`src/rtl/out_port_ctrl_if.sv`:
```
// Consumer-side handshake of the output port: head word, valid, ack.
// master drives data/valid, slave drives the acknowledge.
interface out_port_ctrl_if #(
  parameter int WIDTH = 32
);
  logic [WIDTH-1:0] Out_Data;
  logic             Out_Valid;
  logic             Out_Ack;

  modport master (
    output Out_Data,
    output Out_Valid,
    input  Out_Ack
  );

  modport slave (
    input  Out_Data,
    input  Out_Valid,
    output Out_Ack
  );
endinterface

```
`src/rtl/out_port_ctrl.sv`:
```
// Output port for "out Ra": bus word -> FIFO -> valid/ack consumer.
// Optional OUT_PORT_HOLD_EN keeps the last consumed word on Out_Data.
module out_port_ctrl #(
  parameter  int WIDTH = 32,
  parameter  int DEPTH = 4,
  localparam int AW    = $clog2(DEPTH)
) (
  input  logic                Clock,
  input  logic                Clear,
  input  logic                OutPort_In,
  input  logic [WIDTH-1:0]    BusMux_In,
  out_port_ctrl_if.master     port,
  output logic                Full,
  output logic                Empty,
  output logic [AW:0]         Level,
  output logic                Overflow
);

  logic [WIDTH-1:0] mem [DEPTH];
  logic [AW-1:0]    rd_ptr;
  logic [AW-1:0]    wr_ptr;
  logic [AW:0]      level;
  logic             ovf;
  logic             push;
  logic             pop;
  logic             empty;
  logic             full;
  logic [WIDTH-1:0] idle_data;

  assign empty = (level == '0);
  assign full  = (level == (AW+1)'(DEPTH));
  assign pop   = ~empty & port.Out_Ack;
  assign push  = OutPort_In & (~full | pop);

  always_ff @(posedge Clock) begin
    if (Clear) begin
      rd_ptr <= '0;
      wr_ptr <= '0;
      level  <= '0;
      ovf    <= 1'b0;
    end else begin
      if (push)
        wr_ptr <= wr_ptr + AW'(1);
      if (pop)
        rd_ptr <= rd_ptr + AW'(1);
      unique case ({push, pop})
        2'b10:   level <= level + (AW+1)'(1);
        2'b01:   level <= level - (AW+1)'(1);
        default: level <= level;
      endcase
      if (OutPort_In & full & ~pop)
        ovf <= 1'b1;
    end
  end

  // Storage is not reset; Level alone decides what is valid.
  always_ff @(posedge Clock) begin
    if (push & ~Clear)
      mem[wr_ptr] <= BusMux_In;
  end

`ifdef OUT_PORT_HOLD_EN
  logic [WIDTH-1:0] hold;

  always_ff @(posedge Clock) begin
    if (Clear)
      hold <= '0;
    else if (pop)
      hold <= mem[rd_ptr];
  end

  assign idle_data = hold;
`else
  assign idle_data = '0;
`endif

  assign port.Out_Valid = ~empty;
  assign port.Out_Data  = empty ? idle_data : mem[rd_ptr];
  assign Full     = full;
  assign Empty    = empty;
  assign Level    = level;
  assign Overflow = ovf;

endmodule

```
`src/flat_wrapper.sv`:
```
// flat-port wrapper written by rule: the top's interface ports become plain ports
module out_port_ctrl_flat 
#(
  parameter  int WIDTH = 32,
  parameter  int DEPTH = 4,
  localparam int AW    = $clog2(DEPTH)
)
  (Clock, Clear, OutPort_In, BusMux_In, Full, Empty, Level, Overflow, port_Out_Data, port_Out_Valid, port_Out_Ack);
  out_port_ctrl_if #(.WIDTH(WIDTH)) port_i ();
  input  logic Clock;
  input  logic Clear;
  input  logic OutPort_In;
  input  logic [WIDTH-1:0] BusMux_In;
  output logic Full;
  output logic Empty;
  output logic [AW:0] Level;
  output logic Overflow;
  output wire logic [$bits(port_i.Out_Data)-1:0] port_Out_Data;
  output wire logic [$bits(port_i.Out_Valid)-1:0] port_Out_Valid;
  input wire logic [$bits(port_i.Out_Ack)-1:0] port_Out_Ack;
  assign port_Out_Data = port_i.Out_Data;
  assign port_Out_Valid = port_i.Out_Valid;
  assign port_i.Out_Ack = port_Out_Ack;
  out_port_ctrl #(.WIDTH(WIDTH), .DEPTH(DEPTH)) u_core (.Clock(Clock), .Clear(Clear), .OutPort_In(OutPort_In), .BusMux_In(BusMux_In), .port(port_i), .Full(Full), .Empty(Empty), .Level(Level), .Overflow(Overflow));
endmodule
```
`config.mk`:
```
export PLATFORM = sky130hd
export DESIGN_NAME = out_port_ctrl_flat
export DESIGN_NICKNAME = d
export VERILOG_FILES = /design/src/rtl/out_port_ctrl_if.sv /design/src/rtl/out_port_ctrl.sv /design/src/flat_wrapper.sv
export SDC_FILE = /design/constraint.sdc
export NUM_CORES = 1
export LEC_CHECK = 0
export CAP_MARGIN = 20
export CORE_MARGIN = 1
export CORE_UTILIZATION = 29
export DETAILED_ROUTE_END_ITERATION = 8
export HOLD_SLACK_MARGIN = 0.12
export REMOVE_ABC_BUFFERS = 1
export SYNTH_ARGS = -nofsm -noshare
export SYNTH_HDL_FRONTEND = slang
export SYNTH_SLANG_ARGS = --single-unit
```
`constraint.sdc`:
```
create_clock -name Clock -period 4.7 [get_ports Clock]
set_input_delay 0.94 -clock Clock [delete_from_list [all_inputs] [get_ports Clock]]
set_output_delay 0.94 -clock Clock [all_outputs]
set_load 0.01 [all_outputs]
```
Figure 1. Selected gate families.
Scale: 3 px per um.
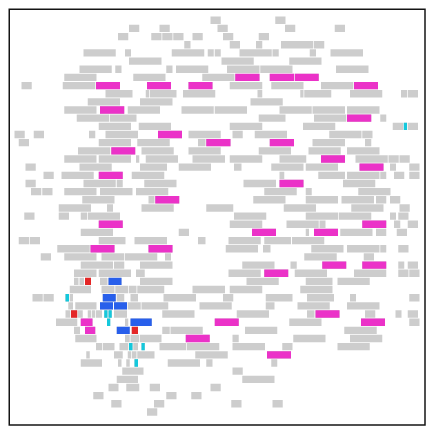
| color | family | cells |
|---|---|---|
| blue | fa/ha/maj cells | 6 |
| red | and/or cells | 3 |
| cyan | inv cells | 8 |
| magenta | mux cells | 34 |

Figure 2. Zoomed window.
Window x 54 to 84, y 54 to 84 um. Cells in gray, sequential cells in the stronger gray; small squares are vias.
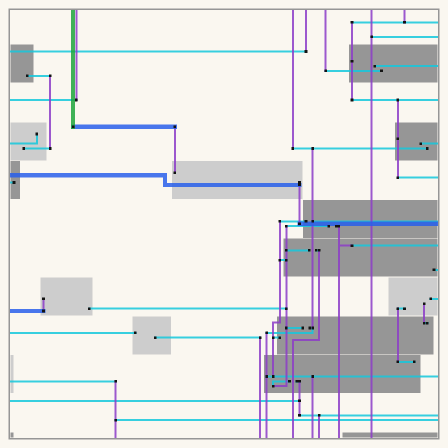
| color | layer |
|---|---|
| cyan | M1 |
| blue | M3 |
| purple | M2 |
| green | M4 |
sequential cells in the window: 5
netlist names of flops here include: `u_core.mem` (5)
most frequent: edfxtp_1 (5)
cells with their middle in the window: 8

Figure 3. Placement view.
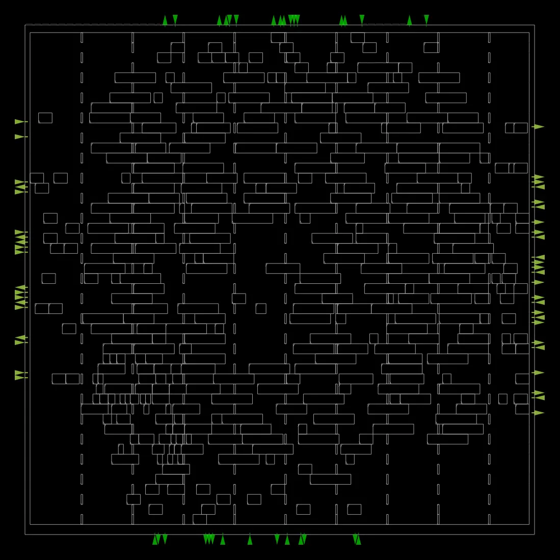
floorplan core area: 18,000 um2
flop share of the area: 0.582
Core Util, Final: 0.386
inserted tap cell count: 229

Figure 4. Wiring by layer.
Scale: 3 px per um. Only two layers are drawn.
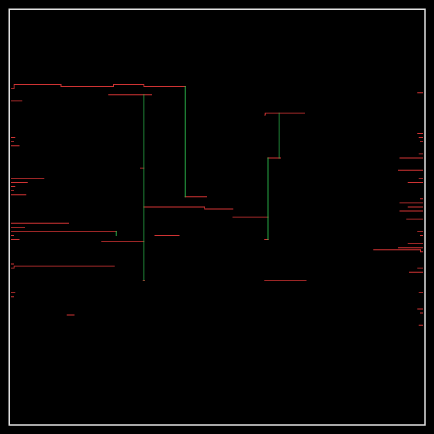
| color | layer | wire length |
|---|---|---|
| red | M3 | 410 um |
| green | M4 | 142 um |
wire length per cell after detailed routing: 17.1 um
overall track demand over capacity in global routing: 0.112

==> impl_metrics.ini <==
; implementation run metrics
[run_status]
status = complete, no violations

[die]
dieWidth_um = 138
floorplanUtilization = 0.298
die_area_um2 = 19100

[placed_design]
gpl.final_weighted_congestion = 0.678
placedInstanceArea_um2 = 6400
dpl_worst_slack_ns = 1.51
dpl.cell_count = 559

[critical_path]
worstPathCellList = nor3_4 -> buf_4 -> nor2b_1 -> clkdlybuf4s50_1
cpPeakStageDelay_ns = 0.75
cp.arrival_ns = 2.58

[synth]
synth.lib_cells_used.distinct = 24
top_cell = sky130_fd_sc_hd__edfxtp_1
simple_gate_area_frac = 0.0585
ys_cells = 261
synth_area_per_cell_um2 = 20.6
portion_of_the_post_synthesis_area_used_by_sequential_elements = 0.753
synth-adder-area-share = 0.0154
syn_area_um2 = 5370
synth.mux.area_fraction = 0.138
yosys_most_used_dff = sky130_fd_sc_hd__edfxtp_1
topCombFamilyByArea = multiplexers
summed_standard_cell_area_reported_by_yosys_um2 = 5370
synthArstFlopShare = 0
numSynthFlops = 138
ys_top_cells_by_area = sky130_fd_sc_hd__edfxtp_1 (72%), sky130_fd_sc_hd__mux4_2 (13%), sky130_fd_sc_hd__dfxtp_1 (3.7%), sky130_fd_sc_hd__nor2b_1 (3.7%), sky130_fd_sc_hd__ha_1 (1.2%)

[timing]
rsz0062_at_grt = no
finalWorstPathRequiredPeriod_ns = 3.52
worst_slack_ns = 1.18
hold_violations = 0
slew-limit-headroom = 0.387
finalSetupViolCount = 0
setup_total_negative_slack_ns = 0

[drt]
detail_route.first_pass.iterations = 4
drcViolationCount = 0
met1Wirelength_um = 4670
drt_iter0_markers = 150

[global_routing]
grt_pass1_wl_um = 15900
grt.met1_usage = 0.144
grt_util_met3 = 0.0350
first_global_vias = 2904

[final_layout]
comb_area_frac = 0.178
layout.cells.most_common = sky130_fd_sc_hd__edfxtp_1
logic_area_um2 = 1240
layout.area.seq_um2 = 4050
layout.area.top_class = registers
layout-area-overhead-vs-synth_pct = 29.6
signal_buffers = 81
final_nets = 391

[clock_tree]
ctsResizeCount = 0
worst_skew_pair.late_latency_ns = 0.41
post_cts_buffers = 0
clock_sink_count = 138
tritoncts = built
tritoncts.num_buffers = 17
cts_hold_buf = 0

[power_and_ir_drop]
total_power_consumption_of_the_routed_design_mw = 3.82
seq_power_share = 0.388
power_switching_share = 0.271

[run]
timing.max_cap.violations = 0
## worst paths after layout
path	from	endpoint	slack, ns	cells past startpoint
worst max-delay path	u_core.Level[0]$_SDFFE_PP0P_	port_Out_Data[6]	1.18	4
worst min-delay path	u_core.rd_ptr[1]$_SDFFE_PP0P_	flop	0.48	2
worst max register to register	u_core.Level[0]$_SDFFE_PP0P_	u_core.Level[2]$_SDFFE_PP0P_	1.98	9
worst min register to register	u_core.rd_ptr[1]$_SDFFE_PP0P_	flop	0.48	2
## sequential cells by signal, indices dropped and copies added (netlist names), named ones only
| name | count |
|---|---|
| u_core.mem | 128 |
| u_core.Level | 3 |
| u_core.wr_ptr | 2 |
| u_core.rd_ptr | 2 |
| u_core.Overflow | 1 |
